--- src/rtl/ft_pkg.sv ---
// Shared definitions for the register-file restore path: default widths,
// the restore FSM state encoding and a small sizing helper.
package ft_pkg;

  localparam int FT_ADDR_WIDTH = 5;
  localparam int FT_DATA_WIDTH = 32;

  typedef enum logic [1:0] {
    IDLE    = 2'd0,
    RESTORE = 2'd1,
    DRAIN   = 2'd2
  } restore_state_e;

  function automatic int num_regs(input int addr_width);
    return 1 << addr_width;
  endfunction

endpackage

--- src/rtl/regfile_restore_if.sv ---
// Bundles the commit, replay and core register-file write signals of the
// restore block; the core/controller side is master, the restore block is slave.
interface regfile_restore_if
  import ft_pkg::*;
#(
  parameter int ADDR_WIDTH = FT_ADDR_WIDTH,
  parameter int DATA_WIDTH = FT_DATA_WIDTH
);

  logic                  commit_we_i;
  logic [ADDR_WIDTH-1:0] commit_addr_i;
  logic [DATA_WIDTH-1:0] commit_data_i;
  logic                  replay_active_i;
  logic [ADDR_WIDTH-1:0] replay_addr_i;
  logic                  rf_we_o;
  logic [ADDR_WIDTH-1:0] rf_addr_o;
  logic [DATA_WIDTH-1:0] rf_data_o;
  logic                  halt_o;
  logic                  restore_done_o;
  logic [ADDR_WIDTH:0]   restore_count_o;

  modport master (
    output commit_we_i,
    output commit_addr_i,
    output commit_data_i,
    output replay_active_i,
    output replay_addr_i,
    input  rf_we_o,
    input  rf_addr_o,
    input  rf_data_o,
    input  halt_o,
    input  restore_done_o,
    input  restore_count_o
  );

  modport slave (
    input  commit_we_i,
    input  commit_addr_i,
    input  commit_data_i,
    input  replay_active_i,
    input  replay_addr_i,
    output rf_we_o,
    output rf_addr_o,
    output rf_data_o,
    output halt_o,
    output restore_done_o,
    output restore_count_o
  );

endinterface

--- src/rtl/checkpoint_rf.sv ---
// Checkpoint register file: one write port, one registered read port with
// read enable, and a synchronous clear of every entry.
module checkpoint_rf
  import ft_pkg::*;
#(
  parameter int ADDR_WIDTH = FT_ADDR_WIDTH,
  parameter int DATA_WIDTH = FT_DATA_WIDTH
) (
  input  logic                  clk,
  input  logic                  i_clear,
  input  logic                  i_we,
  input  logic [ADDR_WIDTH-1:0] i_waddr,
  input  logic [DATA_WIDTH-1:0] i_wdata,
  input  logic                  i_re,
  input  logic [ADDR_WIDTH-1:0] i_raddr,
  output logic [DATA_WIDTH-1:0] o_rdata
);

  localparam int NUM_REG = num_regs(ADDR_WIDTH);

  logic [DATA_WIDTH-1:0] r_mem [NUM_REG];
  logic [DATA_WIDTH-1:0] r_rdata;

  // The read register only moves on an enabled read, so the output holds between reads;
  // a same-edge write to the read address is forwarded.
  always_ff @(posedge clk) begin
    if (i_clear) begin
      for (int i = 0; i < NUM_REG; i++) begin
        r_mem[i] <= '0;
      end
      r_rdata <= '0;
    end else begin
      if (i_we) begin
        r_mem[i_waddr] <= i_wdata;
      end
      if (i_re) begin
        r_rdata <= (i_we && (i_waddr == i_raddr)) ? i_wdata : r_mem[i_raddr];
      end
    end
  end

  assign o_rdata = r_rdata;

endmodule

--- src/rtl/regfile_restore.sv ---
// Shadows committed writebacks into a checkpoint file and, during a replay sweep,
// streams checkpoint entries back into the core register file one cycle later.
module regfile_restore
  import ft_pkg::*;
#(
  parameter int ADDR_WIDTH = FT_ADDR_WIDTH,
  parameter int DATA_WIDTH = FT_DATA_WIDTH
) (
  input logic              clk,
  input logic              rst_i,
  regfile_restore_if.slave bus
);

  localparam logic [ADDR_WIDTH:0] COUNT_MAX = {1'b1, {ADDR_WIDTH{1'b0}}};

  restore_state_e        r_state;
  restore_state_e        w_next;
  logic                  w_sample;
  logic                  w_read;
  logic                  w_commit;
  logic                  w_halt;
  logic                  w_done_next;
  logic                  w_start;
  logic                  r_we;
  logic [ADDR_WIDTH-1:0] r_addr;
  logic [ADDR_WIDTH:0]   r_count;
  logic                  r_done;
  logic [DATA_WIDTH-1:0] w_rdata;

  always_ff @(posedge clk) begin
    if (rst_i) begin
      r_state <= IDLE;
    end else begin
      r_state <= w_next;
    end
  end

  // Replay samples are taken on the rising IDLE cycle too, so the first address is not lost.
  always_comb begin
    w_next      = r_state;
    w_sample    = 1'b0;
    w_commit    = 1'b0;
    w_halt      = 1'b0;
    w_done_next = 1'b0;
    w_start     = 1'b0;
    case (r_state)
      IDLE: begin
        w_commit = bus.commit_we_i && (bus.commit_addr_i != '0);
        w_halt   = bus.replay_active_i;
        if (bus.replay_active_i) begin
          w_next   = RESTORE;
          w_sample = 1'b1;
          w_start  = 1'b1;
        end
      end
      RESTORE: begin
        w_halt = 1'b1;
        if (bus.replay_active_i) begin
          w_sample = 1'b1;
        end else begin
          w_next      = DRAIN;
          w_done_next = 1'b1;
        end
      end
      DRAIN: begin
        w_halt = 1'b1;
        w_next = IDLE;
      end
      default: begin
        w_next = IDLE;
      end
    endcase
  end

  assign w_read = w_sample && (bus.replay_addr_i != '0);

  checkpoint_rf #(
    .ADDR_WIDTH(ADDR_WIDTH),
    .DATA_WIDTH(DATA_WIDTH)
  ) u_checkpoint (
    .clk    (clk),
    .i_clear(rst_i),
    .i_we   (w_commit),
    .i_waddr(bus.commit_addr_i),
    .i_wdata(bus.commit_data_i),
    .i_re   (w_read),
    .i_raddr(bus.replay_addr_i),
    .o_rdata(w_rdata)
  );

  // The count lags rf_we_o by one edge so that it can clear on the same edge a restore starts.
  always_ff @(posedge clk) begin
    if (rst_i) begin
      r_we    <= 1'b0;
      r_addr  <= '0;
      r_count <= '0;
      r_done  <= 1'b0;
    end else begin
      r_we   <= w_read;
      r_done <= w_done_next;
      if (w_read) begin
        r_addr <= bus.replay_addr_i;
      end
      if (w_start) begin
        r_count <= '0;
      end else if (r_we && (r_count != COUNT_MAX)) begin
        r_count <= r_count + 1'b1;
      end
    end
  end

  assign bus.rf_we_o         = r_we;
  assign bus.rf_addr_o       = r_addr;
  assign bus.rf_data_o       = w_rdata;
  assign bus.halt_o          = w_halt;
  assign bus.restore_done_o  = r_done;
  assign bus.restore_count_o = r_count;

endmodule

--- src/flat_wrapper.sv ---
// flat-port wrapper written by rule: the top's interface ports become plain ports
module regfile_restore_flat import ft_pkg::*;
#(
  parameter int ADDR_WIDTH = FT_ADDR_WIDTH,
  parameter int DATA_WIDTH = FT_DATA_WIDTH
)
  (clk, rst_i, bus_commit_we_i, bus_commit_addr_i, bus_commit_data_i, bus_replay_active_i, bus_replay_addr_i, bus_rf_we_o, bus_rf_addr_o, bus_rf_data_o, bus_halt_o, bus_restore_done_o, bus_restore_count_o);
  regfile_restore_if #(.ADDR_WIDTH(ADDR_WIDTH), .DATA_WIDTH(DATA_WIDTH)) bus_i ();
  input logic clk;
  input logic rst_i;
  input wire logic [$bits(bus_i.commit_we_i)-1:0] bus_commit_we_i;
  input wire logic [$bits(bus_i.commit_addr_i)-1:0] bus_commit_addr_i;
  input wire logic [$bits(bus_i.commit_data_i)-1:0] bus_commit_data_i;
  input wire logic [$bits(bus_i.replay_active_i)-1:0] bus_replay_active_i;
  input wire logic [$bits(bus_i.replay_addr_i)-1:0] bus_replay_addr_i;
  output wire logic [$bits(bus_i.rf_we_o)-1:0] bus_rf_we_o;
  output wire logic [$bits(bus_i.rf_addr_o)-1:0] bus_rf_addr_o;
  output wire logic [$bits(bus_i.rf_data_o)-1:0] bus_rf_data_o;
  output wire logic [$bits(bus_i.halt_o)-1:0] bus_halt_o;
  output wire logic [$bits(bus_i.restore_done_o)-1:0] bus_restore_done_o;
  output wire logic [$bits(bus_i.restore_count_o)-1:0] bus_restore_count_o;
  assign bus_i.commit_we_i = bus_commit_we_i;
  assign bus_i.commit_addr_i = bus_commit_addr_i;
  assign bus_i.commit_data_i = bus_commit_data_i;
  assign bus_i.replay_active_i = bus_replay_active_i;
  assign bus_i.replay_addr_i = bus_replay_addr_i;
  assign bus_rf_we_o = bus_i.rf_we_o;
  assign bus_rf_addr_o = bus_i.rf_addr_o;
  assign bus_rf_data_o = bus_i.rf_data_o;
  assign bus_halt_o = bus_i.halt_o;
  assign bus_restore_done_o = bus_i.restore_done_o;
  assign bus_restore_count_o = bus_i.restore_count_o;
  regfile_restore #(.ADDR_WIDTH(ADDR_WIDTH), .DATA_WIDTH(DATA_WIDTH)) u_core (.clk(clk), .rst_i(rst_i), .bus(bus_i));
endmodule
--- config.mk ---
export PLATFORM = sky130hd
export DESIGN_NAME = regfile_restore_flat
export DESIGN_NICKNAME = d
export VERILOG_FILES = /design/src/rtl/ft_pkg.sv /design/src/rtl/regfile_restore_if.sv /design/src/rtl/checkpoint_rf.sv /design/src/rtl/regfile_restore.sv /design/src/flat_wrapper.sv
export SDC_FILE = /design/constraint.sdc
export NUM_CORES = 1
export LEC_CHECK = 0
export ABC_CLOCK_PERIOD_IN_PS = 5050
export CAP_MARGIN = 10
export CORE_AREA = 4 4 317 319
export DETAILED_ROUTE_END_ITERATION = 10
export DIE_AREA = 0 0 321 323
export PLACE_DENSITY = 0.78
export SYNTH_ARGS = -nofsm -noshare
export SYNTH_HDL_FRONTEND = slang
export SYNTH_SLANG_ARGS = --single-unit
--- constraint.sdc ---
create_clock -name clk -period 5.05 [get_ports clk]
set_clock_uncertainty 0.05 [all_clocks]
set_input_delay 0.505 -clock clk [delete_from_list [all_inputs] [get_ports clk]]
set_output_delay 0.505 -clock clk [all_outputs]
set_load 0.05 [all_outputs]
Fig. 1: run 1, track usage over the die
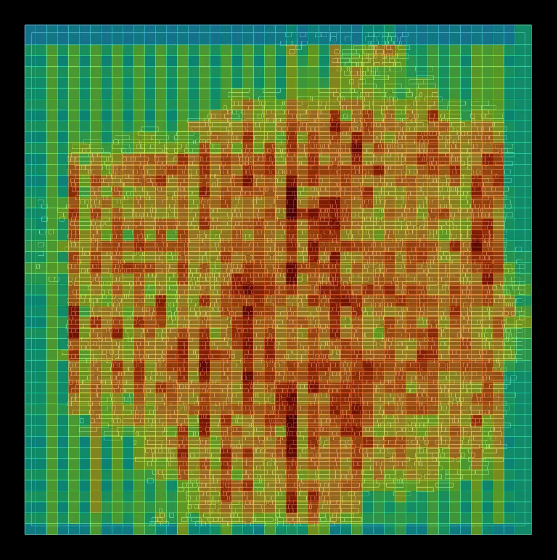
met1 GRT Util: 0.342
most crowded layer after global routing: met2
GR Util met3: 0.0688
met2 usage: 0.394

Fig. 2: run 1, metal layers overlaid
Two of the layers only.
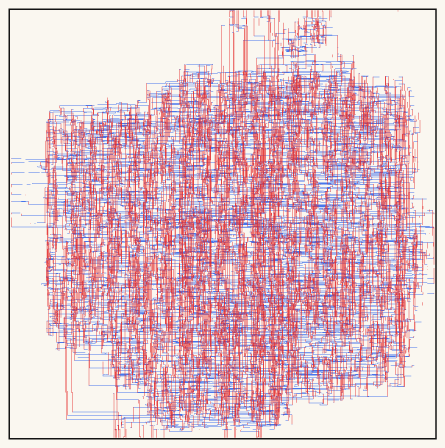
layer	colour	wire length
met2	red	60.8 mm
met1	blue	48.6 mm

==> results.cfg, run 1 <==
; physical design summary
[synth]
yosysTopAreaCell = edfxtp_1
synth_area_per_cell_um2 = 15.6
simple_gate_share = 0.146
synthesis.area_mm2 = 0.0484
synth.most_common_cell = edfxtp_1
yosys-top-cells-count = 1024 x edfxtp_1, 994 x and2_1, 250 x mux4_2
synthMuxAreaShare = 0.141
flop_cell = edfxtp_1
synth-edff-count = 1024
synth-compound-area-share = 0.0268
synth_seq_share = 0.655
ys.flops = 1071
synthTopLogicFamily = simple AND/OR/NAND/NOR gates
top_area_frac = 0.635
topCellsByArea = edfxtp_1 64%, and2_1 13%, mux4_2 12%

[run]
maxCapViolCount = 0
warnings = 32

[final_layout]
area_growth_pct = 11.7
inv_count = 5
layout.filler_cells = 7395
seq_area_frac = 0.586
comb_area_frac = 0.288
clock_buffers = 132
final_cell_count_no_fill = 4500
drive_gt1_frac = 0.184
ff_count = 1071
logic_area_mm2 = 0.0156
num-multi-input-gates = 1747
fin_util = 0.553
layout.nonclk_buf_frac = 0.0320

[timing]
min_period_ps = 3610
min_period_over_period = 0.715
finalSetupViolCount = 0
tightest_slew_ps = 1240
fmax_ghz = 0.277
fin_setup_tns_ps = 0

[critical_path]
crit_fanout = 33
crit_slowest_cell = or2_2
crit_type = reg2reg
end_kind = flip-flop
ff2ff_setup_slack_ps = 1440
rr_worst_depth = 7
path_buffers = 2
cp-start-kind = flip-flop
required_ps = 5290
rr_endpoint = u_core.u_checkpoint.r_mem[15][31]
crit_chain = inv_1 -> ha_1 -> and3b_1 -> nand3_1 -> nor2_2 -> buf_4 -> or2_2
cpPeakStageDelay_ps = 770
critPathArrivalTime_ps = 3850

[die]
rows = 115
taps = 1287
fp.dieW_um = 321
die_y_um = 323
chip_area_mm2 = 0.104

[drt]
drt.antenna.violating_nets = 0
drt_iter0_markers = 4266
drc = 0

[hold_path]
holdPathStages = 2
hold_class = in2reg
worstHoldStart = rst_i

[placement]
dp.cells = 4296
dpl_cell_area_mm2 = 0.0506
gp_congestion = 0.827
portBuffers = 91

[cts]
clock-sinks = 1071
root_buffer = clkbuf_16
cts_tree = done
clockBufferDepth = 3
hold_buffers = 0
htreeDepth = 3

[run_status]
status = completed

[grt]
grt_pass1_vias = 27526
grt_max_degree = 65

[power]
ir_worst_vdd_mv = 0.293
powerDensity_mw_per_mm2 = 375
Fig. 3: run 1, metal 4
Cells faint in the background.
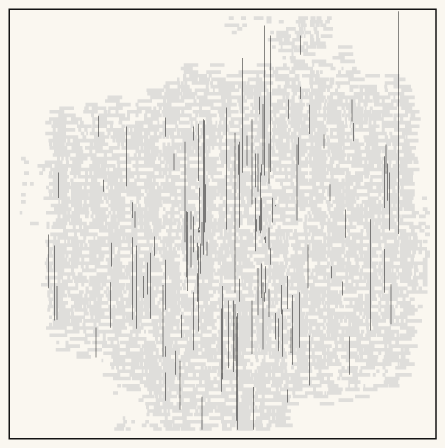
nets with wire on the layer	77
share of all routed wire	3.3%
main direction	vertical
longest straight run	168 um
Routed WL: 130 mm
Vias: 27502

## run 1: metal layers
metal / vias up / track usage / wire, um
met5: - / 0 / 8
met4: 2 / 0.0799 / 4260
met3: 274 / 0.0688 / 15800
met2: 1667 / 0.394 / 60800
met1: 14105 / 0.342 / 48600
li1: 11454 / - / -
## run 1: how the worst max path moves through the flow
stage	endpoint	slack, ps	cells after the start	from
floorplan	u_core.u_checkpoint.r_mem[28][0]	2680	8	u_core.r_state[1]
global placement	u_core.u_checkpoint.o_rdata[11]	1230	6	bus_commit_addr_i[2]
detailed placement	u_core.u_checkpoint.r_mem[15][26]	1280	6	bus_commit_we_i
CTS	u_core.u_checkpoint.r_mem[15][11]	1500	7	u_core.r_state[1]
global route	u_core.u_checkpoint.r_mem[15][11]	1310	7	u_core.r_state[1]
finish	u_core.u_checkpoint.r_mem[15][31]	1440	7	u_core.r_state[1]
## run 1: stage by stage
| stage | setup slack (ps) | total power [W] |
|---|---|---|
| after floorplan | 2680 | 0.0117 |
| after global placement | 1230 | 0.0125 |
| after detailed placement | 1280 | 0.0125 |
| after CTS | 1500 | 0.0203 |
| after global routing | 1310 | 0.0209 |
| final | 1440 | 0.0203 |
## run 1: worst register-to-register path: cells and delay by family, from the launching register on
kind	cells	cell delay (ps)
AND/OR/NAND/NOR	4	1910
flip-flops	1	310
buffers and inverters	2	490
adder cells (fa/ha/maj)	1	430
## run 1: cells in the final DEF (no fill, tap or decap), types with 3 or more instances in the layout
| cell | n |
|---|---|
| mux2_2 | 8 |
| a32o_1 | 8 |
| nand4_1 | 3 |
| a21oi_1 | 16 |
| nand3_1 | 10 |
| buf_4 | 88 |
| ha_1 | 7 |
| a22oi_1 | 47 |
| mux2i_1 | 109 |
| buf_12 | 8 |
| clkbuf_1 | 25 |
| a2bb2oi_1 | 23 |
| buf_2 | 6 |
| clkdlybuf4s50_1 | 81 |
| diode_2 | 3 |
| nor2_1 | 30 |
| o21ai_0 | 7 |
| or2_2 | 32 |
| bufinv_16 | 12 |
| inv_1 | 4 |
| nor2b_1 | 3 |
| nand3b_1 | 5 |
| edfxtp_1 | 1024 |
| and2_1 | 994 |
| clkinv_2 | 23 |
| mux4_2 | 250 |
| dfxtp_1 | 47 |
| o22ai_1 | 21 |
| o221ai_1 | 16 |
| nor2_2 | 30 |
| a22o_1 | 10 |
| nand2_1 | 44 |
| o32ai_1 | 8 |
| clkinv_1 | 24 |
| conb_1 | 32 |
| xor2_1 | 8 |
| clkbuf_16 | 106 |
## run 1: power by group
group	switching [W]	total (W)	internal [W]	leakage, nW
clock network	0.00341	0.00792	0.00451	1.70
registers	0.000195	0.0103	0.0101	10.9
logic	0.00137	0.00207	0.000705	7.04
total	0.00497	0.0203	0.0153	19.7
## run 1: flip-flops by register name, indices dropped and copies added, names as in the netlist
name	flops
u_core.r_state	2
u_core.bus.restore_count_o	6
u_core.u_checkpoint.o_rdata	32
u_core.bus.rf_we_o	1
u_core.bus.rf_addr_o	5
u_core.bus.restore_done_o	1
u_core.u_checkpoint.r_mem	1024
==> run 2, diff against run 1 <==
Settings changed: ABC_CLOCK_PERIOD_IN_PS 5050 to 3300, PLACE_DENSITY 0.78 to 0.8.
Clock period 5.05 ns to 3.3 ns, I/O delays scaled along.
Fig. 4: run 2, close-up of the layout
Region (228, 68) to (253, 93) um. Cells in grey, sequential cells in the stronger grey; small squares are vias.
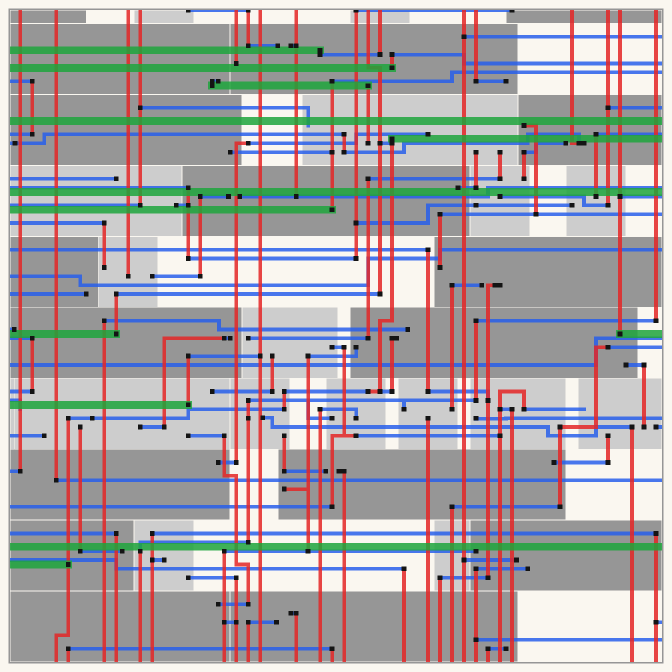
layer	colour
met1	blue
met2	red
met3	green
cells with their middle in the window	25
most frequent	edfxtp_1 (12), and2_1 (7)
sequential cells in the window	12
netlist names of flops here include	u_core.u_checkpoint.r_mem (12)

Fig. 5: run 2, power grid
The bar under the picture is 100 um long. Pins as bars on the die edge. Tap cells in grey.
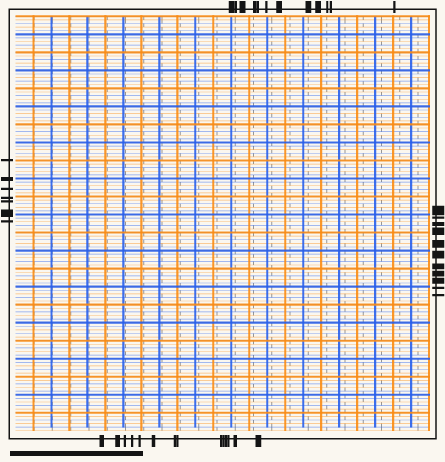
net	colour
VSS	orange
VDD	blue
met5 straps	23
signal pins	92
met1 rails	116
CORE AREA: 0.0978 mm^2
Die Span Y: 323 um

==> run 2 against run 1 <==
Effect of this change: synthesized cell count unchanged; clock-buffer cell count decreased by 3; clock power grew 44%; first-iteration DRC count shrank 2.1%; sequential cell count unchanged; area after synthesis unchanged; largest power group unchanged; final area grew 1.1%; non-clock buffer count is 67 higher; die size did not move.
==> results.cfg, run 2 <==
; physical design summary
[run_status]
status = completed

[power]
p_switching_w = 0.00747
pwr-share-clk = 0.375
p_int_w = 0.0230
sw_frac_of_total = 0.245
ir_worst_vdd_mv = 0.467
powerDensity_mw_per_mm2 = 557
seqPwrFrac = 0.517

[cts]
clock-sinks = 1071
htreeDepth = 3
hold_buffers = 0
cts_tree = done

[synth]
synth_area_per_cell_um2 = 15.6
simple_gate_share = 0.146
synth_seq_share = 0.655
topCellsByArea = edfxtp_1 64%, and2_1 13%, mux4_2 12%
yosysTopAreaCell = edfxtp_1
yosys-top-cells-count = 1024 x edfxtp_1, 994 x and2_1, 250 x mux4_2
top_area_frac = 0.635
synthMuxAreaShare = 0.141
flop_cell = edfxtp_1
ys.flops = 1071
synthTopLogicFamily = simple AND/OR/NAND/NOR gates
synth-compound-area-share = 0.0268
synthesis.area_mm2 = 0.0484

[final_layout]
final_cell_count_no_fill = 4557
largest_register_ffs = 1024
mostFrequentLayoutCells = 1024 x edfxtp_1, 994 x and2_1, 250 x mux4_2
area_growth_pct = 13.0
layout.filler_cells = 7267

[drt]
wl_met3_mm = 17.3
dr.max_layer_used = met5
wirelength_met1_mm = 46.9
drc = 0
drt_iter0_markers = 4178

[die]
fp.dieW_um = 321
chip_area_mm2 = 0.104

[critical_path]
crit_type = reg2reg
rr_endpoint = u_core.u_checkpoint.r_mem[29][28]
critPathArrivalTime_ps = 3200
end_kind = flip-flop
crit_fanout = 32
ff2ff_setup_slack_ps = 360
rr_worst_depth = 6
cp-start-kind = flip-flop
required_ps = 3550

[run]
warnings = 32
maxCapViolCount = 0

[hold_path]
hold_class = in2reg
holdPathStages = 3
worstHoldStart = bus_replay_addr_i[2]

[timing]
tightest_slew_ps = 1280
finalSetupViolCount = 0
worst_slack_ps = 357
fmax_ghz = 0.340
min_period_over_period = 0.892

[placement]
pre_cts_ws_ps = 128
portBuffers = 91
gp_congestion = 0.865
dp.cells = 4363

[grt]
grt_pass1_vias = 28428
Fig. 6: run 2, metal layers overlaid
Two of the layers only.
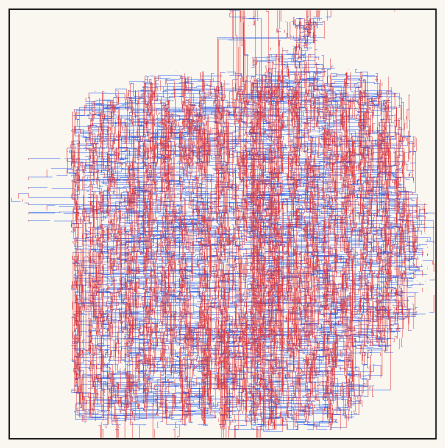
layer	colour	wire length
met2	red	59.8 mm
met1	blue	46.9 mm
Routed WL: 128 mm
Vias: 27896
DR WL/cell: 28.0 um
GR Util All Layers: 0.247

## run 2: through the flow
step                 util  total power (W)  instance area [um^2]
floorplan               -           0.0179                 48500
finish              0.559           0.0305                 54700
global placement    0.525           0.0192                 51400
CTS                 0.559           0.0305                 54700
detailed placement  0.525           0.0193                 51400
global route        0.559           0.0313                 54700
## run 2: worst max-delay path, stage by stage (launching register included)
cell and delay (ps):
dfxtp_1 310, inv_1 130, ha_1 360, and3b_1 300
nand3b_1 410, nor2_2 240, or2_2 770
## run 2: worst max-delay path by stage
stage | cells past startpoint | from | end
6_report | 6 | u_core.r_state[1] | u_core.u_checkpoint.r_mem[29][28]
3_3_place_gp | 5 | bus_commit_we_i | u_core.u_checkpoint.r_mem[29][27]
5_1_grt | 6 | u_core.r_state[1] | u_core.u_checkpoint.r_mem[29][31]
4_1_cts | 5 | u_core.r_state[1] | bus_halt_o
2_1_floorplan | 8 | u_core.r_state[1] | u_core.u_checkpoint.r_mem[28][0]
3_5_place_dp | 5 | bus_commit_we_i | u_core.u_checkpoint.r_mem[29][31]
## run 2: cell type report
cell class / count / area [um^2] / area share
inverters: 5 / 18.8 / 0.000343
multi-input cells: 1747 / 15600 / 0.284
clock inverters: 62 / 504 / 0.00922
flip-flops and latches: 1071 / 31700 / 0.579
repair buffers: 254 / 2560 / 0.0469
diodes: 2 / 5.00 / 0.0000915
well taps: 1287 / 1610 / 0.0294
clock buffers: 129 / 2740 / 0.0501
## run 2: power by group through the flow
stage	Sequential, W	Combinational [W]	Clock, W
finish	0.0158	0.00329	0.0114
global route	0.0158	0.00343	0.0121
CTS	0.0157	0.00325	0.0115
detailed placement	0.0160	0.00323	0
global placement	0.0160	0.00318	0
floorplan	0.0162	0.00166	0
## run 2: cells by family (layout without fill, tap and decap cells)
logic type,after synthesis,after routing
AND/OR/NAND/NOR,1165,1165
flip-flops,1071,1071
multiplexers,367,367
buffers and inverters,307,450
AND-OR/OR-AND,166,166
XOR/XNOR,10,10
adder cells (fa/ha/maj),7,7
other,1,34
## run 2: routing by layer
metal	up-vias	track usage
li1	11551	-
met1	14219	0.337
met2	1863	0.391
met3	259	0.0669
met4	4	0.0763
met5	-	0
No activity file was given, so power comes from the tool's default toggle rates.
